<file path="config.mk">
export PLATFORM = sky130hd
export DESIGN_NAME = ir_nec_transmitter
export DESIGN_NICKNAME = d
export VERILOG_FILES = /design/src/rtl/ir_nec_transmitter.sv
export SDC_FILE = /design/constraint.sdc
export NUM_CORES = 1
export LEC_CHECK = 0
export CAP_MARGIN = 20
export CORE_MARGIN = 2
export CORE_UTILIZATION = 55
export CTS_CLUSTER_SIZE = 40
export DETAILED_ROUTE_END_ITERATION = 10
export PLACE_DENSITY = 0.76
export SYNTH_ARGS = -nofsm -noshare
export SYNTH_HDL_FRONTEND = slang
export SYNTH_SLANG_ARGS = --single-unit
</file>
<file path="constraint.sdc">
create_clock -name clk -period 3.8 [get_ports clk]
set_clock_uncertainty 0.2 [all_clocks]
set_input_delay 0.76 -clock clk [delete_from_list [all_inputs] [get_ports clk]]
set_output_delay 0.76 -clock clk [all_outputs]
set_load 0.02 [all_outputs]
</file>
<file path="src/rtl/ir_nec_transmitter.sv">
// ---------------------------------------------------------------------------
// ir_nec_transmitter
//   NEC-format IR frame generator. On an accepted start it sends:
//   lead mark, lead space, 32 data bits ({~key, key, CUSTOM_CODE}, bit 0
//   first, each bit = mark + length-coded space), stop mark, then an
//   idle-high guard gap. A one-cycle done pulse ends the frame.
//
//   Build option: define IR_CARRIER_EN to modulate marks with a square
//   carrier (toggle every CARRIER_HALF cycles). Without it IRDA_TXD is the
//   baseband envelope (mark = 0), which ir_sniffer decodes directly.
//
// Ports
//   clk       in   clock (50 MHz)
//   rst       in   asynchronous reset, active high
//   start     in   frame request, sampled only in IDLE
//   key_code  in   [7:0] key byte, captured with the accepted start
//   busy      out  high from accepted start through end of guard gap
//   done      out  one-cycle pulse when the guard gap completes
//   IRDA_TXD  out  registered IR output; idle/space = 1, mark = 0
// ---------------------------------------------------------------------------
module ir_nec_transmitter #(
    parameter int unsigned T_LEAD_MARK  = 450000,
    parameter int unsigned T_LEAD_SPACE = 225000,
    parameter int unsigned T_BIT_MARK   = 28125,
    parameter int unsigned T_SPACE_0    = 28125,
    parameter int unsigned T_SPACE_1    = 84375,
    parameter int unsigned T_GAP        = 1500000,
    parameter logic [15:0] CUSTOM_CODE  = 16'h6B86
`ifdef IR_CARRIER_EN
    , parameter int unsigned CARRIER_HALF = 658
`endif
) (
    input  logic       clk,
    input  logic       rst,
    input  logic       start,
    input  logic [7:0] key_code,
    output logic       busy,
    output logic       done,
    output logic       IRDA_TXD
);

    typedef enum logic [2:0] {
        IDLE, LEAD_MARK, LEAD_SPACE, BIT_MARK, BIT_SPACE, STOP_MARK, GAP
    } state_t;

    state_t      state;
    logic [20:0] cnt;        // cycles elapsed in the current segment
    logic [20:0] seg_last;   // terminal count of the current segment
    logic        seg_end;
    logic [4:0]  bit_cnt;
    logic [31:0] shift_reg;

    // Terminal count depends on the segment; a data space's length is chosen
    // by the bit currently at the bottom of the shift register.
    always_comb begin
        seg_last = '0;
        case (state)
            LEAD_MARK:  seg_last = 21'(T_LEAD_MARK - 1);
            LEAD_SPACE: seg_last = 21'(T_LEAD_SPACE - 1);
            BIT_MARK:   seg_last = 21'(T_BIT_MARK - 1);
            BIT_SPACE:  seg_last = shift_reg[0] ? 21'(T_SPACE_1 - 1) : 21'(T_SPACE_0 - 1);
            STOP_MARK:  seg_last = 21'(T_BIT_MARK - 1);
            GAP:        seg_last = 21'(T_GAP - 1);
            default:    seg_last = '0;
        endcase
    end

    assign seg_end = (cnt == seg_last);

`ifdef IR_CARRIER_EN
    localparam logic [15:0] CAR_LAST = 16'(CARRIER_HALF - 1);
    logic [15:0] car_cnt;
    logic        in_mark;
    assign in_mark = (state == LEAD_MARK) || (state == BIT_MARK) || (state == STOP_MARK);
`endif

    always_ff @(posedge clk or posedge rst) begin
        if (rst) begin
            state     <= IDLE;
            cnt       <= '0;
            bit_cnt   <= '0;
            shift_reg <= '0;
            busy      <= 1'b0;
            done      <= 1'b0;
            IRDA_TXD  <= 1'b1;
`ifdef IR_CARRIER_EN
            car_cnt   <= '0;
`endif
        end else begin
            done <= 1'b0;
            cnt  <= (state == IDLE || seg_end) ? '0 : cnt + 21'd1;

`ifdef IR_CARRIER_EN
            // Carrier phase restarts with every mark; every segment change
            // below sets IRDA_TXD explicitly, overriding this toggle.
            if (!in_mark || seg_end) begin
                car_cnt <= '0;
            end else if (car_cnt == CAR_LAST) begin
                car_cnt  <= '0;
                IRDA_TXD <= ~IRDA_TXD;
            end else begin
                car_cnt <= car_cnt + 16'd1;
            end
`endif

            case (state)
                IDLE: begin
                    IRDA_TXD <= 1'b1;
                    if (start) begin
                        state     <= LEAD_MARK;
                        busy      <= 1'b1;
                        IRDA_TXD  <= 1'b0;
                        shift_reg <= {~key_code, key_code, CUSTOM_CODE};
                    end
                end
                LEAD_MARK: if (seg_end) begin
                    state    <= LEAD_SPACE;
                    IRDA_TXD <= 1'b1;
                end
                LEAD_SPACE: if (seg_end) begin
                    state    <= BIT_MARK;
                    bit_cnt  <= '0;
                    IRDA_TXD <= 1'b0;
                end
                BIT_MARK: if (seg_end) begin
                    state    <= BIT_SPACE;
                    IRDA_TXD <= 1'b1;
                end
                BIT_SPACE: if (seg_end) begin
                    shift_reg <= {1'b0, shift_reg[31:1]};
                    IRDA_TXD  <= 1'b0;
                    if (bit_cnt == 5'd31) begin
                        state <= STOP_MARK;
                    end else begin
                        bit_cnt <= bit_cnt + 5'd1;
                        state   <= BIT_MARK;
                    end
                end
                STOP_MARK: if (seg_end) begin
                    state    <= GAP;
                    IRDA_TXD <= 1'b1;
                end
                GAP: if (seg_end) begin
                    state <= IDLE;
                    busy  <= 1'b0;
                    done  <= 1'b1;
                end
                default: begin
                    state    <= IDLE;
                    busy     <= 1'b0;
                    IRDA_TXD <= 1'b1;
                end
            endcase
        end
    end

endmodule

</file>
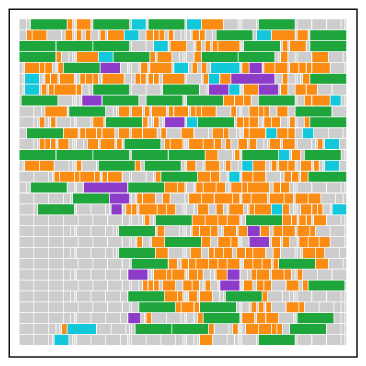
*Placement by cell class, run 1*
Drawn at 4 px/um. Fill, decap, tap and diode cells in gray.
- clock drivers and dummy loads: purple (cells 16)
- remaining buffers and delay cells: cyan (cells 25)
- remaining logic cells: orange (cells 308)
- registers: green (cells 64)

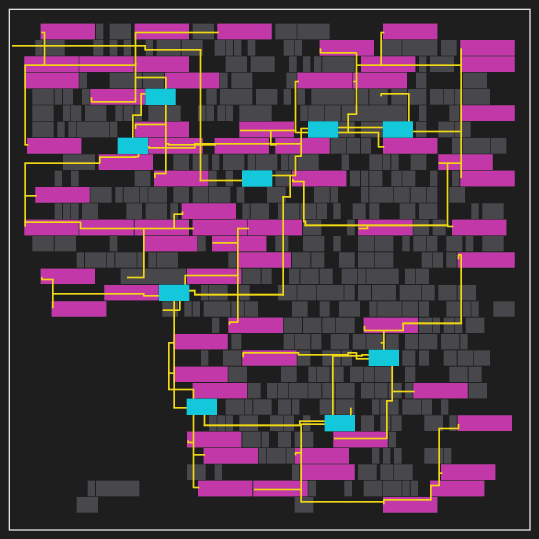
*Clock wires, drivers and flops, run 1*
Drawn at 6 px/um.
- flip-flops: magenta (count 64)
- clock-net drivers: cyan (count 9)
- clock wires: yellow (length 881 um)
- routed clock nets: 10
- flops lie: spread over the die
Latency at later pin: 0.35 ns
Clk pwr share: 48.5%
clock-net power: 0.000671 W

==> impl_metrics.ini, run 1 <==
; physical design summary
[synth]
ys.flop_type = dfrtp_1
postSynthSeqShare_pct = 42.8
ys_cells = 406
syn_area_per_cell_um2 = 9.23
syn_area_um2 = 3750
yosysChipArea_um2 = 3750

[critical_path]
timing.rr.start = state[2]$_DFFE_PP0P_
worstReg2RegEnd = cnt[8]$_DFF_PP0_
r2r_setup_slack_ns = 0.24
setup.worst_path.start_class = flip-flop
reg2regPathDepth = 8
cp-startpoint = state[2]$_DFFE_PP0P_
required_ns = 3.79
arrival_ns = 3.55

[drt]
wl_met2_um = 3710
wl_met1_um = 3590
ant_nets = 0
drt_first_pass_iters = 6
avgRoutedWirePerCell_um = 15.8

[sta]
hold_viol = 0
tightestPinTransition_ns = 0.849
finalSetupTns_ns = 0
fin_crit_ns = 3.56
rsz0062_at_grt = no

[final_layout]
ff_latch_area_um2 = 1600
largest_reg_flops = 32
diodes = 0
fin_nets = 422
num-fill-cells = 545

[grt]
grt_pass1_wl_um = 13500
use_met3_pct = 5.90
grt_antenna_before_repair = 0

[floorplan]
fp.dieH_um = 86.6
row_count = 30

[place]
place_area_um2 = 3930
numPortBuffers = 13
gp_congestion = 0.882
dp_hpwl_um = 5140

[min_path]
hold_class = reg -> reg
hold_path_startpoint = shift_reg[12]$_DFFE_PP0P_

[clocking]
ctsHoldBuffers = 0
postCtsSetupBuffers = 0

[run_status]
status = complete, no violations
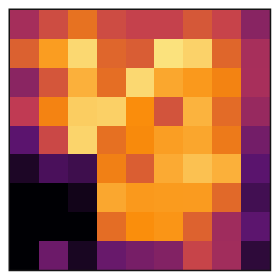
*Local utilization, run 1*
Drawn at 3 px/um. The die is cut into 9 by 9 equal tiles; black is low, pale yellow is high, 0 to 100% covered.
- mean over tiles: 54%
- fullest tile: 94%
- tiles over 75% full: 30%
- nearly empty tiles: 7.4%
post-layout util: 62.2%
FP Util: 56.1%
core area: 6680 um2

==> run 1: Yosys cell counts (3+ instances only) <==
| cell | number | area share [%] |
|---|---|---|
| inv_1 | 20 | 2.0 |
| ha_1 | 3 | 1.0 |
| o21ai_0 | 15 | 2.0 |
| nor2_1 | 44 | 4.4 |
| or3_1 | 3 | 0.50 |
| xor2_1 | 10 | 2.3 |
| mux2_4 | 8 | 3.2 |
| nand2_1 | 41 | 4.1 |
| nand4_1 | 4 | 0.67 |
| a21o_1 | 7 | 1.4 |
| o31ai_1 | 4 | 0.80 |
| clkbuf_1 | 20 | 2.0 |
| mux2i_1 | 17 | 4.5 |
| a311oi_1 | 3 | 0.70 |
| nor2b_1 | 5 | 0.83 |
| nor3_1 | 10 | 1.3 |
| buf_2 | 8 | 1.1 |
| nand4b_1 | 3 | 0.70 |
| nand2b_1 | 8 | 1.3 |
| a211oi_1 | 6 | 1.2 |
| nand3_1 | 10 | 1.3 |
| mux2_2 | 4 | 1.2 |
| dfrtp_1 | 63 | 42 |
| nor4_1 | 4 | 0.67 |
| o22ai_1 | 5 | 0.83 |
| and3_1 | 8 | 1.3 |
| buf_6 | 3 | 0.90 |
| o211ai_1 | 4 | 0.80 |
| a21oi_1 | 10 | 1.3 |
| xnor2_1 | 12 | 2.8 |
==> run 1: cells in the final DEF, fill, tap and decap left out, types with 9 or more instances in the layout <==
master           instances
mux2i_1                 17
buf_4                   10
xnor2_1                 12
inv_1                   19
dfrtp_1                 63
clkdlybuf4s50_1         13
nor3_1                  10
clkbuf_8                 9
xor2_1                  10
nand3_1                 10
a21oi_1                 10
nand2_1                 41
nor2_1                  44
o21ai_0                 15
==> run 1: per-stage QoR <==
| step | utilization (%) | worst slack, ns | hold WS, ns | std cells |
|---|---|---|---|---|
| after detailed placement | 58.8 | 0.272 | 0.268 | 477 |
| final | 62.2 | 0.240 | 0.282 | 493 |
| after CTS | 62.2 | 0.265 | 0.287 | 493 |
| after global routing | 62.2 | 0.00400 | 0.307 | 493 |
| after floorplan | - | 1.16 | 0.250 | 406 |
| after global placement | 58.8 | 0.444 | 0.262 | 477 |
==> run 1: kinds of logic after synthesis <==
kind of cell	after synthesis	synth area share, %
DFF	64	42.8
buffers and inverters	56	6.58
muxes	30	9.25
adders and majority gates	4	1.27
xor gates and xnor gates	22	5.14
AOI/OAI and AO/OA	73	13.9
and+or+nand+nor	157	21.2
==> run 1: worst max-delay path: stages, from the launching register on <==
cell	delay [ns]
dfrtp_1	0.77
mux2_2	0.41
a2bb2oi_1	0.13
o221a_2	0.28
a311oi_2	0.24
nand3_2	0.35
buf_4	0.28
nand2b_1	0.60
nor2_1	0.13
==> run 1: cell type report <==
cell class | count | area share [%]
clock buffer | 9 | 2.98
clock inverter | 7 | 2.47
inverter | 22 | 1.99
multi-input combinational | 286 | 45.7
sequential | 64 | 38.6
tap | 80 | 2.41
timing repair buffer | 25 | 5.90
==> run 1: where the power goes <==
group	switching [W]	internal, W	leakage [nW]
clock network	0.000295	0.000376	0.110
logic	0.0000196	0.0000139	1.08
registers	0	0.000681	0.730
### Clock wiring as the flow saved it, run 1

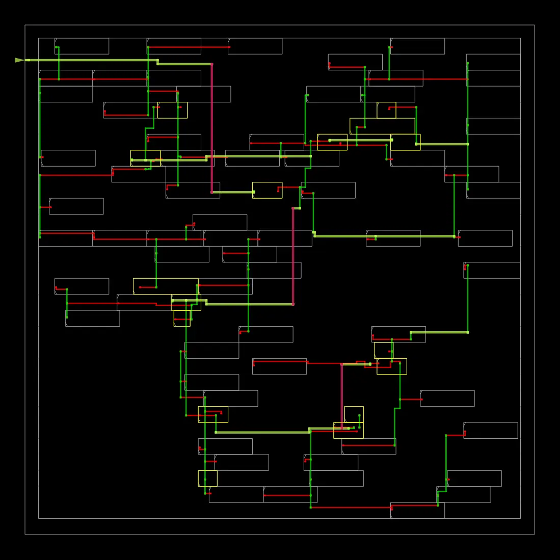

==> run 2: changes to the inputs <==
GPL_TIMING_DRIVEN = 1   (was not set)
PLACE_DENSITY = 0.71   (was 0.76)
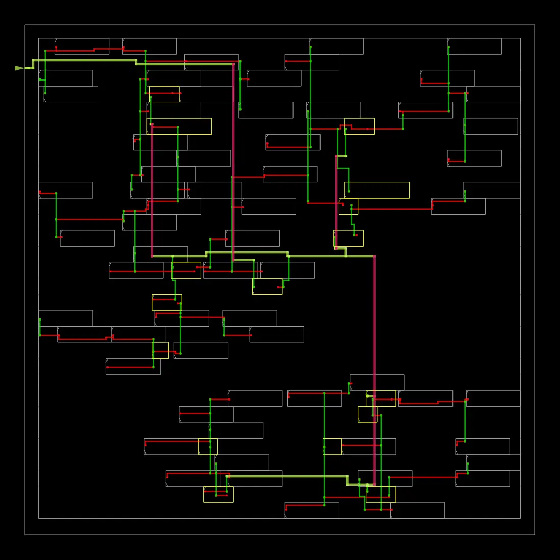
*Clock wiring as the flow saved it, run 2*
clock sink count: 64
CTS Buf Count: 9
CLK BUF: 9
clock-net power: 0.000672 W

==> run 2 against run 1 <==
  * Combinational power fell by 3%
  * Critical path type unchanged
  * Highest routed layer unchanged
  * Largest power group unchanged
  * Non-clock buffer count did not move
  * Global-route usage fell by 0.29 points
  * Worst hold slack barely moved
  * Worst setup slack improved by 0.084 ns
  * Die area did not move
  * Largest cell class unchanged
==> impl_metrics.ini, run 2 <==
; physical design summary
[run_status]
status = complete, no violations

[synth]
ys.flop_type = dfrtp_1
syn_inst = 406
numSynthFlops = 64
top_area_share_pct = 42.1
syn_area_um2 = 3750
synth_cell_types = 64
postSynthSeqShare_pct = 42.8
top_cells_by_count = 63 x dfrtp_1, 44 x nor2_1, 41 x nand2_1
ys_warn_count = 0
yosysChipArea_um2 = 3750
ys_async_sr_fraction_pct = 100
area_leaders = dfrtp_1 42%, mux2i_1 4.5%, nor2_1 4.4%
syn_area_per_cell_um2 = 9.23
top_cell = dfrtp_1
edf_count = 0
ys_cells = 406
yosysTopAreaCell = dfrtp_1

[floorplan]
row_count = 30
fp-utilization_pct = 56.1
dieArea_um2 = 7490
core_um2 = 6680
die_x_um = 86.6
fp.dieH_um = 86.6

[clocking]
clockRootBuffer = clkbuf_8
postCtsSetupBuffers = 0
clk_latency_ns = 0.35
clkTransAtPathRegs_ns = 0.08
ctsHoldBuffers = 0

[sta]
maxSlewViolCount = 0
relSlewSlack_pct = 46.5
tightestPinTransition_ns = 0.803
finalSetupTns_ns = 0
whs_ns = 0.282
hold_viol = 0
fin_ws_ns = 0.324
max_freq_mhz = 288
rsz0062_at_grt = no
fin_crit_ns = 3.48
timing.final.crit_share_pct = 91.5

[final_layout]
mostFrequentLayoutCell = dfrtp_1
syn_to_final_growth_pct = 10.5
fin_nets = 422
diodes = 0
drive_above_1_share_pct = 12.8
layout_top_cells = 63 x dfrtp_1, 44 x nor2_1, 41 x nand2_1
largest_reg_flops = 32
num-fill-cells = 577
postLayoutCoreUtil_pct = 62.0

[place]
numPortBuffers = 13
gp_congestion = 0.817
dp_hpwl_um = 5270
preCtsSetupSlack_ns = 0.355

[critical_path]
end_kind = flip-flop
cp-startpoint = state[0]$_DFFE_PP0P_
timing.rr.start = state[0]$_DFFE_PP0P_
r2r_setup_slack_ns = 0.32
required_ns = 3.84
crit_chain = inv_2 -> or4_1 -> a311oi_2 -> nand3_2 -> or3_4 -> o41ai_2
reg2regPathDepth = 6
cp_top_family = simple AND/OR/NAND/NOR gates
path_depth = 6
worstReg2RegEnd = bit_cnt[3]$_DFFE_PP0P_
crit_buf_inv = 1
crit_path_end = bit_cnt[3]$_DFFE_PP0P_
slowest_delay_ns = 0.87
setup.worst_path.start_class = flip-flop
arrival_ns = 3.51
path_class = reg -> reg
cpMaxStageDelayCell = dfrtp_1

[drt]
avgRoutedWirePerCell_um = 15.6
via_per_inst = 5.84
drt-initial-drc-count = 176
ant_nets = 0
drc_errors = 0
num_vias = 2877
drt_first_pass_iters = 4

[grt]
grt_pass1_wl_um = 13400
grt_pass1_vias = 2842
grt_antenna_before_repair = 0
grtUsageTotal_pct = 22.5

[power_and_ir_drop]
powerDensity_nw_per_um2 = 334
irDropWorstVdd_v = 0.000227

[min_path]
hold_class = reg -> reg

[flow_run]
drv_cap = 0
run 2: cell counts after synthesis:
Identical to the previous run, type by type.
run 2: report_power, final:
| part | leakage [nW] | internal [W] | switching (W) |
|---|---|---|---|
| logic | 1.08 | 0.0000131 | 0.0000194 |
| clock network | 0.110 | 0.000376 | 0.000296 |
| registers | 0.730 | 0.000681 | 0 |
| total | 1.92 | 0.00107 | 0.000316 |
run 2: worst reg2reg max path, delay by kind of cell, from the launching register on:
kind                   cells  cell delay [ns]
DFF                        1             0.87
and+or+nand+nor            3             1.45
AOI/OAI and AO/OA          2             0.66
buffers and inverters      1             0.18
run 2: routing by layer:
metal,GRT usage [%],share of wire (%),wire [um]
met1,30.7,47,3590
met2,35.0,48,3680
met3,4.29,3.0,230
met4,10.1,2.2,170
met5,0,0,0
run 2: worst min-delay path by stage:
| stage | start | endpoint | slack [ns] | depth (start not counted) |
|---|---|---|---|---|
| floorplan | shift_reg[4]$_DFFE_PP0P_ | shift_reg[4]$_DFFE_PP0P_ | 0.25 | 1 |
| global placement | shift_reg[12]$_DFFE_PP0P_ | shift_reg[12]$_DFFE_PP0P_ | 0.26 | 1 |
| detailed placement | shift_reg[12]$_DFFE_PP0P_ | shift_reg[12]$_DFFE_PP0P_ | 0.27 | 1 |
| CTS | shift_reg[12]$_DFFE_PP0P_ | shift_reg[12]$_DFFE_PP0P_ | 0.28 | 1 |
| global route | shift_reg[10]$_DFFE_PP0P_ | shift_reg[10]$_DFFE_PP0P_ | 0.30 | 1 |
| finish | shift_reg[12]$_DFFE_PP0P_ | shift_reg[12]$_DFFE_PP0P_ | 0.28 | 1 |
run 2: cell families after synthesis:
logic type                 count (synthesis)  share of synthesized area (%)
AOI/OAI and AO/OA                         73                           13.9
xor gates and xnor gates                  22                           5.14
adders and majority gates                  4                           1.27
buffers and inverters                     56                           6.58
DFF                                       64                           42.8
muxes                                     30                           9.25
and+or+nand+nor                          157                           21.2
run 2: layout make-up:
type | count | area [um2] | share of cell area [%]
Clock buffer | 9 | 124 | 2.99
Timing Repair Buffer | 25 | 233 | 5.62
Clock inverter | 7 | 103 | 2.48
Inverter | 22 | 82.6 | 1.99
Tap cell | 80 | 100 | 2.42
Multi-Input combinational cell | 286 | 1900 | 45.8
Sequential cell | 64 | 1600 | 38.7
run 2: stage by stage:
stage	instances	cell area [um2]	total power, W
finish	493	4140	0.00139
detailed placement	477	3920	0.000728
floorplan	406	3750	0.000710
CTS	493	4140	0.00140
global route	493	4140	0.00143
global placement	477	3920	0.000727
No activity file was given, so power comes from the tool's default toggle rates.
